==> config.mk <==
export PLATFORM = sky130hd
export DESIGN_NAME = ppi_mode1_handshake
export DESIGN_NICKNAME = d
export VERILOG_FILES = /design/src/rtl/ppi_mode1_handshake.sv
export SDC_FILE = /design/constraint.sdc
export NUM_CORES = 1
export LEC_CHECK = 0
export CAP_MARGIN = 20
export CORE_MARGIN = 10
export CORE_UTILIZATION = 45
export CTS_CLUSTER_SIZE = 25
export DETAILED_ROUTE_END_ITERATION = 7
export PLACE_DENSITY_LB_ADDON = 0.08
export SLEW_MARGIN = 10
export SYNTH_ARGS = -nofsm -noshare
export SYNTH_HDL_FRONTEND = slang
export SYNTH_SLANG_ARGS = --single-unit
export TNS_END_PERCENT = 30
==> constraint.sdc <==
create_clock -name clk -period 1.7 [get_ports clk]
set_input_delay 0.34 -clock clk [delete_from_list [all_inputs] [get_ports clk]]
set_output_delay 0.34 -clock clk [all_outputs]
set_load 0.05 [all_outputs]
Clock distribution:
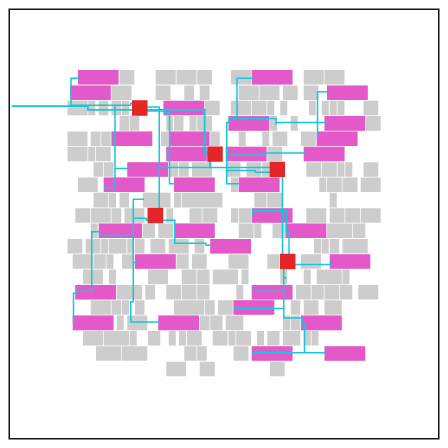
- magenta: flip-flops (count 32)
- red: cells driving clock nets (count 5)
- cyan: clock wires (length 392 um)
- routed clock nets: 6
setup clock skew after layout: 7.807 ps
Clock net power: 0.450 mW
Worst-Skew Late Latency: 320 ps
portion of total power attributed to the clock network: 30.9%

Placement by cell class:
The bar under the picture is 20 um long.
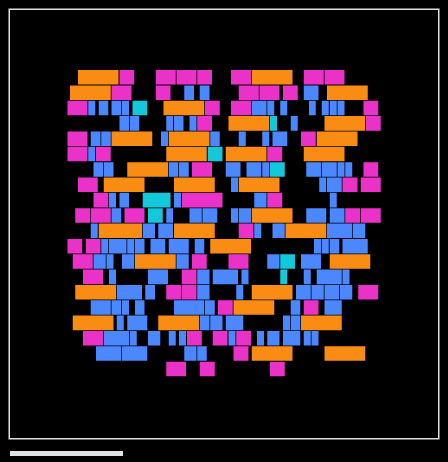
- cyan: clock drivers and dummy loads (cells 8; share of their area 3.0%)
- orange: flops (cells 32; share of their area 33%)
- magenta: other buffers and delay cells (cells 57; share of their area 26%)
- blue: all other logic (cells 125; share of their area 38%)
core box area: 3028 um2
row cnt: 20
final core area utilization: 65.91%
sequential cell area share: 32.16%

==> notes.md <==
Implementation results. In this build the clock could be raised as far as 0.6218 GHz. Synthesis area per yosys landed at 1404 um2. Tally of OpenROAD warnings landed at 30. Setup repair after global routing left no endpoint under its margin. Detailed placer's ending HPWL landed at 2.826 mm.

The die covers 5754 um2. Overall routed net length landed at 3.599 mm. The flow ran to the end, and the final reports show no timing, DRC or antenna violations. STA classifies the critical path endpoint as a flop. Average wire per cell in the routed design landed at 13.53 um. Measured along the y axis, the die boundary spans 75.86 um. Maximum number of pins on one net before global-route repair landed at 32. In this run the power density over the cells is 730.3 nW/um2.

For this run, the register share of the synthesized area comes to 45.63%. TritonRoute reported its final design rule violation total as 0. The global route stage reports its total congestion overflow as 0. Final critical path time including I/O delays and setup landed at 1608 ps.

Clock edge transition at the registers on the reported setup and hold paths landed at 100 ps. Clock sink count landed at 32. Net switching is 25.54% of the power. In the setup report, the worst path falls into the class primary input to flop.

The area growth from synthesis to layout is 42.16%. The worst hold path belongs to the class flop to flop. Number of max-cap violations landed at 0. Once iteration 0 of detailed routing completed, the report listed 50 DRC markers.

Number of antenna-violating nets in the routed design landed at 0. After detailed placement, the total cell area comes to 1936 um2. In this run, post-CTS repair resized a total of 0 instances. Leaving out fill and tap cells, the most frequent cells in the layout are nand2_1, buf_4, dfxtp_1, clkdlybuf4s50_1, inv_1. The highest supply drop recorded on VDD is 0.4686 mV. 46 I/O pins were placed.

TritonCTS built the clock tree. Count of endpoints failing setup in the final report landed at 0. At the worst endpoint, the required time is 1940 ps. Core utilization at floorplan landed at 46.36%. For this run, the number of standard cells in the final layout without fillers is 266.

Of all nets on the critical path, the largest fanout is 2. In this run, post-CTS hold repair placed 0 buffers. Per the post-synthesis stats, the area per cell is 8.613 um2. For this run, the total global-route usage over all layers was measured as 13.31%.

The worst register-to-register path has a setup slack of 110 ps. The finished cells cover 1996 um2. For this run, the script counts the antenna cells in the layout as 0. Transition time at the pin with the least slew margin landed at 488.6 ps. In this run, placement finished with an instance count of 258. Count of endpoints failing hold in the final timing report landed at 0. Fraction of final layout cells with drive strength greater than 1 landed at 19.37%. Along the worst hold path, the cell count comes to 2.

Relative contribution of combinational cells to total power landed at 15.7%. The power report lists cell-internal power as 1.085 mW. For this block, the via count after detailed routing is 1319.

Number of buffers on the longest clock path landed at 2. Number of levels in the clock H-tree landed at 2. Across all checked pins, the minimum headroom to the slew limit is 67.30%. Per the post-synthesis report, the nets total 195.

Number of distinct standard cells referenced by the synthesized netlist landed at 35. The initial antenna violation count was 0. Net switching power of the design landed at 0.3722 mW. Number of instances in the synthesized netlist landed at 163. Width of the die landed at 75.86 um. Part of the power in registers landed at 53.4%. Per the Yosys statistics, synthesis produced 163 cells.

The first global-routing pass estimated 5.920 mm of wire. Post-synthesis instance area landed at 1404 um2. Pre-CTS setup slack landed at -235.8 ps.

At the worst endpoint, the arrival time is 1850 ps. CTS placed an instance of clkbuf_4 at the clock tree root. In the post-route analysis, the smallest setup slack over all paths is 91.81 ps.

Max-slew violation count landed at 0. Net count of the finished layout landed at 253. The first detailed-routing pass took 5 iterations.

Number of warning messages in the yosys log landed at 0. Number of buffers inserted by post-CTS setup repair landed at 0. Number of buffers created by CTS landed at 5.

Leakage power of the design landed at 0.8007 nW. Quantity of I/O buffers inserted on ports landed at 45. The number of global-route vias before repair came to 1338.

The worst register-to-register path has a depth of 7. Via density per instance landed at 4.959. Number of flip-flops and latches in the synthesized netlist landed at 32. Total power for the finished layout comes to 1.457 mW.

Final weighted congestion in routability-driven placement landed at 0.7825. The worst setup path is launched from a primary input. Final clock period utilization by the worst path landed at 94.60%.
[cell usage after synthesis, drive strengths merged]
| cell | instances | area, um2 |
|---|---|---|
| o2111ai | 1 | 15.01 |
| nor4bb | 1 | 10.01 |
| or3b | 1 | 8.760 |
| ha | 7 | 87.58 |
| a221o | 1 | 10.01 |
| nand4 | 1 | 6.260 |
| dfxtp | 32 | 640.6 |
| a21oi | 5 | 25.02 |
| o221ai | 1 | 8.760 |
| a31oi | 2 | 12.51 |
| and4b | 1 | 10.01 |
| clkbuf | 5 | 18.77 |
| nand2b | 5 | 31.28 |
| nor2 | 4 | 15.01 |
| and2 | 1 | 6.260 |
| nand3 | 10 | 50.05 |
| a311oi | 1 | 8.760 |
| nor3 | 1 | 5.000 |
| o22a | 1 | 8.760 |
| buf | 1 | 5.000 |
| or2 | 1 | 6.260 |
| mux2i | 2 | 20.02 |
| inv | 11 | 41.29 |
| o21ai | 11 | 55.05 |
| or3 | 1 | 6.260 |
| nand2 | 32 | 120.1 |
| o211a | 1 | 10.01 |
| a211oi | 1 | 12.51 |
| a21boi | 9 | 67.57 |
| nor4 | 1 | 6.260 |
| nand3b | 5 | 37.54 |
| o22ai | 1 | 6.260 |
| nor2b | 5 | 31.28 |
[metal layers]
layer | vias up | track usage [%] | part of all wire (%)
met4 | 0 | 5.773 | 1.8
met2 | 38 | 20.66 | 47
met5 | - | 0 | 0
met3 | 8 | 5.859 | 7.6
met1 | 600 | 15.52 | 43
li1 | 673 | - | -
[area by class of cell]
| class | count | area, um2 |
|---|---|---|
| Tap cell | 44 | 55.05 |
| Timing Repair Buffer | 57 | 500.5 |
| Clock buffer | 8 | 58.81 |
| Sequential cell | 32 | 641.9 |
| Fill cell | 266 | 1032 |
| Multi-Input combinational cell | 114 | 698.2 |
| Inverter | 11 | 41.29 |
[cells by family (layout without fill, tap and decap cells)]
group           count (synthesis)  in the layout  share of synthesized area [%]
compound gates                 35             35                          17.11
mux                             2              2                          1.426
buf+inv                        17             76                          4.634
simple gates                   70             70                          24.96
fa+ha+maj                       7              7                          6.239
flops                          32             32                          45.63
[stage by stage]
step / setup TNS, ps / utilization [%] / hold WS [ps]
after floorplan: 0 / - / 367.7
after global placement: -1938 / 63.93 / 444.7
after detailed placement: -3502 / 63.93 / 455.4
after CTS: 0 / 65.87 / 468.2
after global routing: 0 / 65.91 / 485.6
final: 0 / 65.91 / 462.6
[critical path, cell delays in order]
cell,delay [ps]
clkdlybuf4s50_1,490
inv_1,60
ha_1,320
inv_1,90
nand2_1,60
or3_1,310
mux2i_1,180
[power groups by stage]
stage / combinational, mW / clock (mW) / sequential, mW
2_1_floorplan: 0.0706 / 0 / 0.831
3_3_place_gp: 0.222 / 0 / 0.795
3_5_place_dp: 0.228 / 0 / 0.796
4_1_cts: 0.229 / 0.461 / 0.779
5_1_grt: 0.246 / 0.507 / 0.782
6_report: 0.228 / 0.450 / 0.779
Power figures rest on the tool's default switching activity, not on a simulated workload.
